[config.mk]
export PLATFORM = sky130hd
export DESIGN_NAME = mac_sequencer_flat
export DESIGN_NICKNAME = d
export VERILOG_FILES = /design/src/rtl/mac_sequencer_if.sv /design/src/rtl/mac_sequencer.sv /design/src/flat_wrapper.sv
export SDC_FILE = /design/constraint.sdc
export NUM_CORES = 1
export LEC_CHECK = 0
export CORE_ASPECT_RATIO = 0.6
export CORE_MARGIN = 5
export CORE_UTILIZATION = 43
export CTS_CLUSTER_DIAMETER = 30
export DETAILED_ROUTE_END_ITERATION = 7
export PLACE_DENSITY = 0.85
export SETUP_SLACK_MARGIN = 0.02
export SKIP_CTS_REPAIR_TIMING = 1
export SYNTH_ARGS = -nofsm -noshare
export SYNTH_HDL_FRONTEND = slang
export SYNTH_SLANG_ARGS = --single-unit
[constraint.sdc]
create_clock -name clk_i -period 3.73 [get_ports clk_i]
set_input_delay 0.746 -clock clk_i [delete_from_list [all_inputs] [get_ports clk_i]]
set_output_delay 0.746 -clock clk_i [all_outputs]
set_load 0.02 [all_outputs]
[src/rtl/mac_sequencer_if.sv]
// ---------------------------------------------------------------------------
// mac_sequencer_if
//   Bundles every non-clock/reset signal of mac_sequencer. Signal names keep
//   the sequencer's point of view (_i = into the sequencer, _o = out of it).
//
//   Window request : start_i, start_ready_o, fmap_base_i, kern_base_i, bias_i
//   Memory         : fmap_addr_o, kern_addr_o, mem_rd_en_o,
//                    fmap_rdata_i, kern_rdata_i (valid one cycle after read)
//   MAC            : mac_valid_o, mac_fin_data_o, mac_kernel_data_o,
//                    mac_kernel_bias_o, mac_ready_o, mac_valid_i, mac_data_i
//   Result         : res_valid_o, res_data_o, res_err_o, res_ready_i
//
//   Modports: master = sequencer side, slave = surrounding system side.
// ---------------------------------------------------------------------------
interface mac_sequencer_if #(
    parameter int INPUT_BIT_RESOLUTION  = 8,
    parameter int OUTPUT_BIT_RESOLUTION = 32,
    parameter int ADDR_WIDTH            = 10
);
    // Window request
    logic                             start_i;
    logic                             start_ready_o;
    logic [ADDR_WIDTH-1:0]            fmap_base_i;
    logic [ADDR_WIDTH-1:0]            kern_base_i;
    logic [OUTPUT_BIT_RESOLUTION-1:0] bias_i;

    // Memory
    logic [ADDR_WIDTH-1:0]            fmap_addr_o;
    logic [ADDR_WIDTH-1:0]            kern_addr_o;
    logic                             mem_rd_en_o;
    logic [INPUT_BIT_RESOLUTION-1:0]  fmap_rdata_i;
    logic [INPUT_BIT_RESOLUTION-1:0]  kern_rdata_i;

    // MAC
    logic                             mac_valid_o;
    logic [INPUT_BIT_RESOLUTION-1:0]  mac_fin_data_o;
    logic [INPUT_BIT_RESOLUTION-1:0]  mac_kernel_data_o;
    logic [OUTPUT_BIT_RESOLUTION-1:0] mac_kernel_bias_o;
    logic                             mac_ready_o;
    logic                             mac_valid_i;
    logic [OUTPUT_BIT_RESOLUTION-1:0] mac_data_i;

    // Result
    logic                             res_valid_o;
    logic [OUTPUT_BIT_RESOLUTION-1:0] res_data_o;
    logic                             res_err_o;
    logic                             res_ready_i;

    modport master (
        input  start_i, fmap_base_i, kern_base_i, bias_i,
        input  fmap_rdata_i, kern_rdata_i,
        input  mac_valid_i, mac_data_i,
        input  res_ready_i,
        output start_ready_o,
        output fmap_addr_o, kern_addr_o, mem_rd_en_o,
        output mac_valid_o, mac_fin_data_o, mac_kernel_data_o,
        output mac_kernel_bias_o, mac_ready_o,
        output res_valid_o, res_data_o, res_err_o
    );

    modport slave (
        output start_i, fmap_base_i, kern_base_i, bias_i,
        output fmap_rdata_i, kern_rdata_i,
        output mac_valid_i, mac_data_i,
        output res_ready_i,
        input  start_ready_o,
        input  fmap_addr_o, kern_addr_o, mem_rd_en_o,
        input  mac_valid_o, mac_fin_data_o, mac_kernel_data_o,
        input  mac_kernel_bias_o, mac_ready_o,
        input  res_valid_o, res_data_o, res_err_o
    );
endinterface

[src/rtl/mac_sequencer.sv]
// ---------------------------------------------------------------------------
// mac_sequencer
//   Streams one convolution window (KERNEL_TAPS feature/kernel operand pairs)
//   from two synchronous-read memories into an external MAC, waits for the
//   MAC result and presents it on a valid/ready result port.
//
//   Sequence: IDLE -> PRIME (issue first read, zero priming beat)
//             -> STREAM (KERNEL_TAPS operand beats, reads run one ahead)
//             -> DRAIN (wait for MAC result) -> HOLD (result handshake).
//
//   Ports:
//     clk_i  : clock, all state updates on the rising edge
//     rst_i  : synchronous active-high reset
//     bus    : mac_sequencer_if.master (window request, memory, MAC, result)
//
//   Optional feature: define MAC_SEQ_TIMEOUT_EN to add a DRAIN watchdog.
//   After TIMEOUT_CYCLES DRAIN cycles without mac_valid_i the sequencer
//   moves to HOLD with an all-ones result and res_err_o=1. Without the macro
//   DRAIN waits forever and res_err_o is tied to 0.
// ---------------------------------------------------------------------------
module mac_sequencer #(
    parameter int INPUT_BIT_RESOLUTION  = 8,
    parameter int OUTPUT_BIT_RESOLUTION = 32,
    parameter int KERNEL_TAPS           = 9,
    parameter int ADDR_WIDTH            = 10,
    parameter int TIMEOUT_CYCLES        = 16
) (
    input  logic             clk_i,
    input  logic             rst_i,
    mac_sequencer_if.master  bus
);

    typedef enum logic [2:0] {
        IDLE   = 3'd0,
        PRIME  = 3'd1,
        STREAM = 3'd2,
        DRAIN  = 3'd3,
        HOLD   = 3'd4
    } state_e;

    // Beat index of the final STREAM cycle (taps are limited to 1..255).
    localparam logic [7:0] LAST_BEAT = 8'(KERNEL_TAPS - 1);

    state_e                           state_q, state_d;
    logic [7:0]                       beat_q, beat_d;
    logic [ADDR_WIDTH-1:0]            fmap_base_q, fmap_base_d;
    logic [ADDR_WIDTH-1:0]            kern_base_q, kern_base_d;
    logic [OUTPUT_BIT_RESOLUTION-1:0] bias_q, bias_d;
    logic [OUTPUT_BIT_RESOLUTION-1:0] res_data_q, res_data_d;
    logic [ADDR_WIDTH-1:0]            rd_offset;

`ifdef MAC_SEQ_TIMEOUT_EN
    localparam int              TO_W    = $clog2(TIMEOUT_CYCLES + 1);
    localparam logic [TO_W-1:0] TO_LAST = TO_W'(TIMEOUT_CYCLES - 1);

    logic [TO_W-1:0] to_cnt_q, to_cnt_d;
    logic            res_err_q, res_err_d;
`endif

    // Reads run one address ahead of the beat being consumed; the add wraps
    // naturally at the address width.
    assign rd_offset = ADDR_WIDTH'(beat_q) + ADDR_WIDTH'(1);

    always_ff @(posedge clk_i) begin
        // NOTE: sequential state uses non-blocking assignments only, so every
        // register samples the pre-edge value of every other register.
        if (rst_i) begin
            state_q     <= IDLE;
            beat_q      <= '0;
            fmap_base_q <= '0;
            kern_base_q <= '0;
            bias_q      <= '0;
            res_data_q  <= '0;
`ifdef MAC_SEQ_TIMEOUT_EN
            to_cnt_q    <= '0;
            res_err_q   <= 1'b0;
`endif
        end else begin
            state_q     <= state_d;
            beat_q      <= beat_d;
            fmap_base_q <= fmap_base_d;
            kern_base_q <= kern_base_d;
            bias_q      <= bias_d;
            res_data_q  <= res_data_d;
`ifdef MAC_SEQ_TIMEOUT_EN
            to_cnt_q    <= to_cnt_d;
            res_err_q   <= res_err_d;
`endif
        end
    end

    always_comb begin
        // NOTE: every signal written here gets a default first; a path that
        // leaves one unassigned would infer a latch.
        state_d     = state_q;
        beat_d      = beat_q;
        fmap_base_d = fmap_base_q;
        kern_base_d = kern_base_q;
        bias_d      = bias_q;
        res_data_d  = res_data_q;
`ifdef MAC_SEQ_TIMEOUT_EN
        to_cnt_d    = to_cnt_q;
        res_err_d   = res_err_q;
`endif

        bus.start_ready_o     = 1'b0;
        bus.mem_rd_en_o       = 1'b0;
        bus.fmap_addr_o       = '0;
        bus.kern_addr_o       = '0;
        bus.mac_valid_o       = 1'b0;
        bus.mac_fin_data_o    = '0;
        bus.mac_kernel_data_o = '0;
        bus.mac_kernel_bias_o = '0;
        bus.mac_ready_o       = 1'b0;
        bus.res_valid_o       = 1'b0;

        case (state_q)
            IDLE: begin
                bus.start_ready_o = 1'b1;
                if (bus.start_i) begin
                    fmap_base_d = bus.fmap_base_i;
                    kern_base_d = bus.kern_base_i;
                    bias_d      = bus.bias_i;
                    state_d     = PRIME;
                end
            end

            PRIME: begin
                // Priming beat: zero operands let the MAC load the bias while
                // the first read is in flight.
                bus.mem_rd_en_o       = 1'b1;
                bus.fmap_addr_o       = fmap_base_q;
                bus.kern_addr_o       = kern_base_q;
                bus.mac_valid_o       = 1'b1;
                bus.mac_kernel_bias_o = bias_q;
                beat_d                = '0;
                state_d               = STREAM;
            end

            STREAM: begin
                bus.mac_valid_o       = 1'b1;
                bus.mac_fin_data_o    = bus.fmap_rdata_i;
                bus.mac_kernel_data_o = bus.kern_rdata_i;
                bus.mac_kernel_bias_o = bias_q;
                if (beat_q != LAST_BEAT) begin
                    bus.mem_rd_en_o = 1'b1;
                    bus.fmap_addr_o = fmap_base_q + rd_offset;
                    bus.kern_addr_o = kern_base_q + rd_offset;
                    beat_d          = beat_q + 8'd1;
                end else begin
`ifdef MAC_SEQ_TIMEOUT_EN
                    to_cnt_d = '0;
`endif
                    state_d  = DRAIN;
                end
            end

            DRAIN: begin
                bus.mac_ready_o       = 1'b1;
                bus.mac_kernel_bias_o = bias_q;
                if (bus.mac_valid_i) begin
                    res_data_d = bus.mac_data_i;
`ifdef MAC_SEQ_TIMEOUT_EN
                    res_err_d  = 1'b0;
`endif
                    state_d    = HOLD;
                end
`ifdef MAC_SEQ_TIMEOUT_EN
                else if (to_cnt_q == TO_LAST) begin
                    res_data_d = '1;
                    res_err_d  = 1'b1;
                    state_d    = HOLD;
                end else begin
                    to_cnt_d = to_cnt_q + TO_W'(1);
                end
`endif
            end

            HOLD: begin
                bus.res_valid_o = 1'b1;
                if (bus.res_ready_i) begin
                    state_d = IDLE;
                end
            end

            default: begin
                state_d = IDLE;
            end
        endcase
    end

    assign bus.res_data_o = res_data_q;

`ifdef MAC_SEQ_TIMEOUT_EN
    assign bus.res_err_o = res_err_q;
`else
    assign bus.res_err_o = 1'b0;
`endif

endmodule
[src/flat_wrapper.sv]
// flat-port wrapper written by rule: the top's interface ports become plain ports
module mac_sequencer_flat 
#(
    parameter int INPUT_BIT_RESOLUTION  = 8,
    parameter int OUTPUT_BIT_RESOLUTION = 32,
    parameter int KERNEL_TAPS           = 9,
    parameter int ADDR_WIDTH            = 10,
    parameter int TIMEOUT_CYCLES        = 16
)
  (clk_i, rst_i, bus_start_i, bus_fmap_base_i, bus_kern_base_i, bus_bias_i, bus_fmap_rdata_i, bus_kern_rdata_i, bus_mac_valid_i, bus_mac_data_i, bus_res_ready_i, bus_start_ready_o, bus_fmap_addr_o, bus_kern_addr_o, bus_mem_rd_en_o, bus_mac_valid_o, bus_mac_fin_data_o, bus_mac_kernel_data_o, bus_mac_kernel_bias_o, bus_mac_ready_o, bus_res_valid_o, bus_res_data_o, bus_res_err_o);
  mac_sequencer_if #(.INPUT_BIT_RESOLUTION(INPUT_BIT_RESOLUTION), .OUTPUT_BIT_RESOLUTION(OUTPUT_BIT_RESOLUTION), .ADDR_WIDTH(ADDR_WIDTH)) bus_i ();
  input  logic clk_i;
  input  logic rst_i;
  input wire logic [$bits(bus_i.start_i)-1:0] bus_start_i;
  input wire logic [$bits(bus_i.fmap_base_i)-1:0] bus_fmap_base_i;
  input wire logic [$bits(bus_i.kern_base_i)-1:0] bus_kern_base_i;
  input wire logic [$bits(bus_i.bias_i)-1:0] bus_bias_i;
  input wire logic [$bits(bus_i.fmap_rdata_i)-1:0] bus_fmap_rdata_i;
  input wire logic [$bits(bus_i.kern_rdata_i)-1:0] bus_kern_rdata_i;
  input wire logic [$bits(bus_i.mac_valid_i)-1:0] bus_mac_valid_i;
  input wire logic [$bits(bus_i.mac_data_i)-1:0] bus_mac_data_i;
  input wire logic [$bits(bus_i.res_ready_i)-1:0] bus_res_ready_i;
  output wire logic [$bits(bus_i.start_ready_o)-1:0] bus_start_ready_o;
  output wire logic [$bits(bus_i.fmap_addr_o)-1:0] bus_fmap_addr_o;
  output wire logic [$bits(bus_i.kern_addr_o)-1:0] bus_kern_addr_o;
  output wire logic [$bits(bus_i.mem_rd_en_o)-1:0] bus_mem_rd_en_o;
  output wire logic [$bits(bus_i.mac_valid_o)-1:0] bus_mac_valid_o;
  output wire logic [$bits(bus_i.mac_fin_data_o)-1:0] bus_mac_fin_data_o;
  output wire logic [$bits(bus_i.mac_kernel_data_o)-1:0] bus_mac_kernel_data_o;
  output wire logic [$bits(bus_i.mac_kernel_bias_o)-1:0] bus_mac_kernel_bias_o;
  output wire logic [$bits(bus_i.mac_ready_o)-1:0] bus_mac_ready_o;
  output wire logic [$bits(bus_i.res_valid_o)-1:0] bus_res_valid_o;
  output wire logic [$bits(bus_i.res_data_o)-1:0] bus_res_data_o;
  output wire logic [$bits(bus_i.res_err_o)-1:0] bus_res_err_o;
  assign bus_i.start_i = bus_start_i;
  assign bus_i.fmap_base_i = bus_fmap_base_i;
  assign bus_i.kern_base_i = bus_kern_base_i;
  assign bus_i.bias_i = bus_bias_i;
  assign bus_i.fmap_rdata_i = bus_fmap_rdata_i;
  assign bus_i.kern_rdata_i = bus_kern_rdata_i;
  assign bus_i.mac_valid_i = bus_mac_valid_i;
  assign bus_i.mac_data_i = bus_mac_data_i;
  assign bus_i.res_ready_i = bus_res_ready_i;
  assign bus_start_ready_o = bus_i.start_ready_o;
  assign bus_fmap_addr_o = bus_i.fmap_addr_o;
  assign bus_kern_addr_o = bus_i.kern_addr_o;
  assign bus_mem_rd_en_o = bus_i.mem_rd_en_o;
  assign bus_mac_valid_o = bus_i.mac_valid_o;
  assign bus_mac_fin_data_o = bus_i.mac_fin_data_o;
  assign bus_mac_kernel_data_o = bus_i.mac_kernel_data_o;
  assign bus_mac_kernel_bias_o = bus_i.mac_kernel_bias_o;
  assign bus_mac_ready_o = bus_i.mac_ready_o;
  assign bus_res_valid_o = bus_i.res_valid_o;
  assign bus_res_data_o = bus_i.res_data_o;
  assign bus_res_err_o = bus_i.res_err_o;
  mac_sequencer #(.INPUT_BIT_RESOLUTION(INPUT_BIT_RESOLUTION), .OUTPUT_BIT_RESOLUTION(OUTPUT_BIT_RESOLUTION), .KERNEL_TAPS(KERNEL_TAPS), .ADDR_WIDTH(ADDR_WIDTH), .TIMEOUT_CYCLES(TIMEOUT_CYCLES)) u_core (.clk_i(clk_i), .rst_i(rst_i), .bus(bus_i));
endmodule
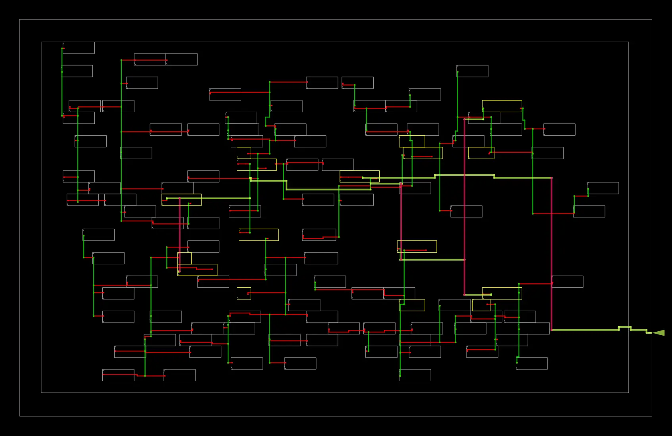
(images/clocks.png)
Late-Pin Clk Latency: 350 ps
Clock Skews: 7.02 ps
P_clk: 0.949 mW
flip-flops: 95
# clk buffers: 9

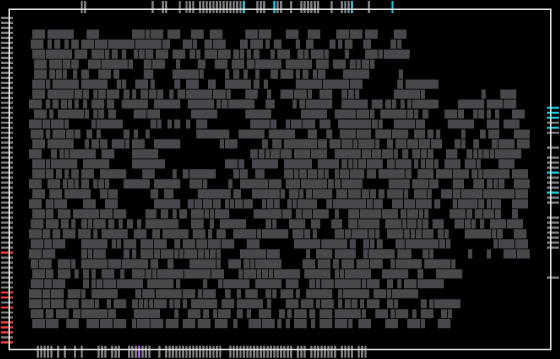
(images/io_placement.png)
Pins as bars across the die edge, other pins in gray.
Cyan stands for `bus_kern_base_i`, pins 10, direction input, edge 6 right, 4 top. Purple stands for `bus_res_ready_i`, pins 1, direction input, edge bottom. Red stands for `bus_kern_rdata_i`, pins 8, direction input, edge left.
All pins by edge: 77 bottom, 66 left, 43 top, 25 right.

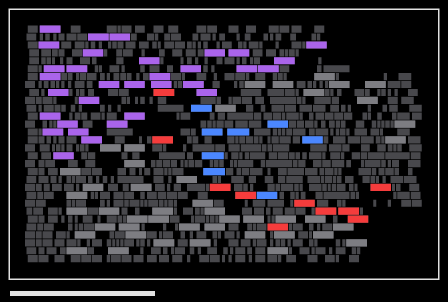
(images/flops_by_reg.png)
Bar = 50 µm. Other sequential cells in the stronger gray, the rest of the logic in the fainter gray.
Blue stands for `u_core.beat_q`, flops 8, where center. Purple stands for `u_core.bias_q`, flops 32. Red stands for `u_core.fmap_base_q`, flops 10.

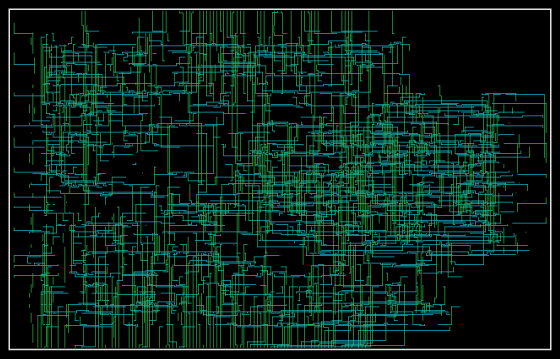
(images/wires.png)
Two of the layers only.
Green stands for metal 2, wire length 7,060 µm. Cyan stands for metal 1, wire length 6,630 µm.

==> through the flow <==
stage          power [mW]  cell area [µm²]  TNS, ps  hold WS [ps]
2_1_floorplan        1.46             4850        0           432
3_3_place_gp         1.74             7030        0           438
3_5_place_dp         1.75             7030        0           442
4_1_cts              2.69             7340    -3250           453
5_1_grt              2.80             7510     -106           470
6_report             2.69             7510        0           450
==> final cells by class <==
class | count | area (µm²) | area share
Sequential cell | 95 | 1910 | 0.254
Timing Repair Buffer | 225 | 2230 | 0.297
Clock inverter | 7 | 86.3 | 0.0115
Tap cell | 144 | 180 | 0.0240
Clock buffer | 9 | 225 | 0.0300
Multi-Input combinational cell | 500 | 2870 | 0.382
Inverter | 4 | 15.0 | 0.00200
==> impl_metrics.toml <==
# physical design summary
[critical_path]
crit_path_cell_trace = "ha_2, and3_4, xor2_2, ha_1, and3_1, a32oi_2, nand2_1, xnor2_1, o21ai_0, dlymetal6s2s_1"
cp_data_arrival_time_ps = 2910
cp_data_required_time_ps = 2980
endpoint = "bus_fmap_addr_o[6]"
r2r_start = "u_core.beat_q[0]"
crit_type = "reg -> out"
reg2reg_slack_ps = 1520
crit_start = "u_core.beat_q[1]"
worstSetupEndpointType = "output port"
cp_max_fo = 5
crit_family = "adder cells"
critPathBufInv = 1
start_kind = "flip-flop"
cp.depth = 10

[final_timing]
setup_viol = 0
fmax_mhz = 274
relSlewSlack = 0.281
tightestPinTransition_ps = 1080
finalMaxSlewViolations = 0
fin_ws_ps = 78.8
fin_crit_sh = 0.979
hold_violations = 0

[power]
p_sw_frac = 0.313
p_clk_frac = 0.353
switching_power_mw = 0.840
power_density_mw_per_mm2 = 358
p_seq_mw = 1.11
peakVddDrop_mv = 0.228

[finish]
fill_cells = 930
final_common_cell = "clkdlybuf4s50_1"
num_antenna_cells = 0
final_cells = 984
post-route-util = 0.674
layout-drive-gt1-share = 0.0845
syn_to_final_growth_pct = 55.0
final_nets = 964

[floorplanning]
initial_core_util = 0.435
core_area_mm2 = 0.0111
rows = 30

[place]
dp_cells = 964
io_buffers = 209
place_worst_setup_slack_ps = 9.49
routabilityCongestion = 0.955

[route]
vias = 5039
via_per_inst = 5.12
drt-initial-drc-count = 298
wl_met3_mm = 1.62
highest_layer = "met4"
wl_mm = 15.5
final_antenna_net_count = 0
dr_wl_met2_mm = 7.06
post_drt_wl_per_cell_um = 15.8
met1_length_mm = 6.63

[hold_path]
hold_start = "u_core.bias_q[6]"
hold_path.class = "reg -> reg"
min_delay_path_depth = 2

[synth]
synthMuxAreaShare = 0
syn_area_mm2 = 0.00485
edf_count = 0
synthesis.instances = 640
async_flop_share = 0
ys_warn_count = 0
ys_cells = 640
yosysUniqueCellTypes = 48
synth-compound-area-share = 0.185
xor_area_frac = 0.0361
common_cells = "194 x nand2_1, 104 x a21oi_1, 95 x dfxtp_1, 53 x and2_1, 26 x clkbuf_1"
ys_sh_simple = 0.280
avgSynthCellArea_um2 = 7.58
top_area_frac = 0.392

[global_route]
grt_pass1_wl_mm = 23.9
busiest_layer = "met2"
grt_max_degree = 96
grt_use_total = 0.217
grt_pass1_vias = 4768
antenna_found_initial = 0
gr-usage-met2 = 0.346

[clock_network]
clk_pin_slew_ps = 80
clockBufferDepth = 2
numClockSinks = 95
cts_tree = "built"

[outcome]
status = "completed"

[job]
drv_cap = 0
Power figures rest on the tool's default switching activity, not on a simulated workload.
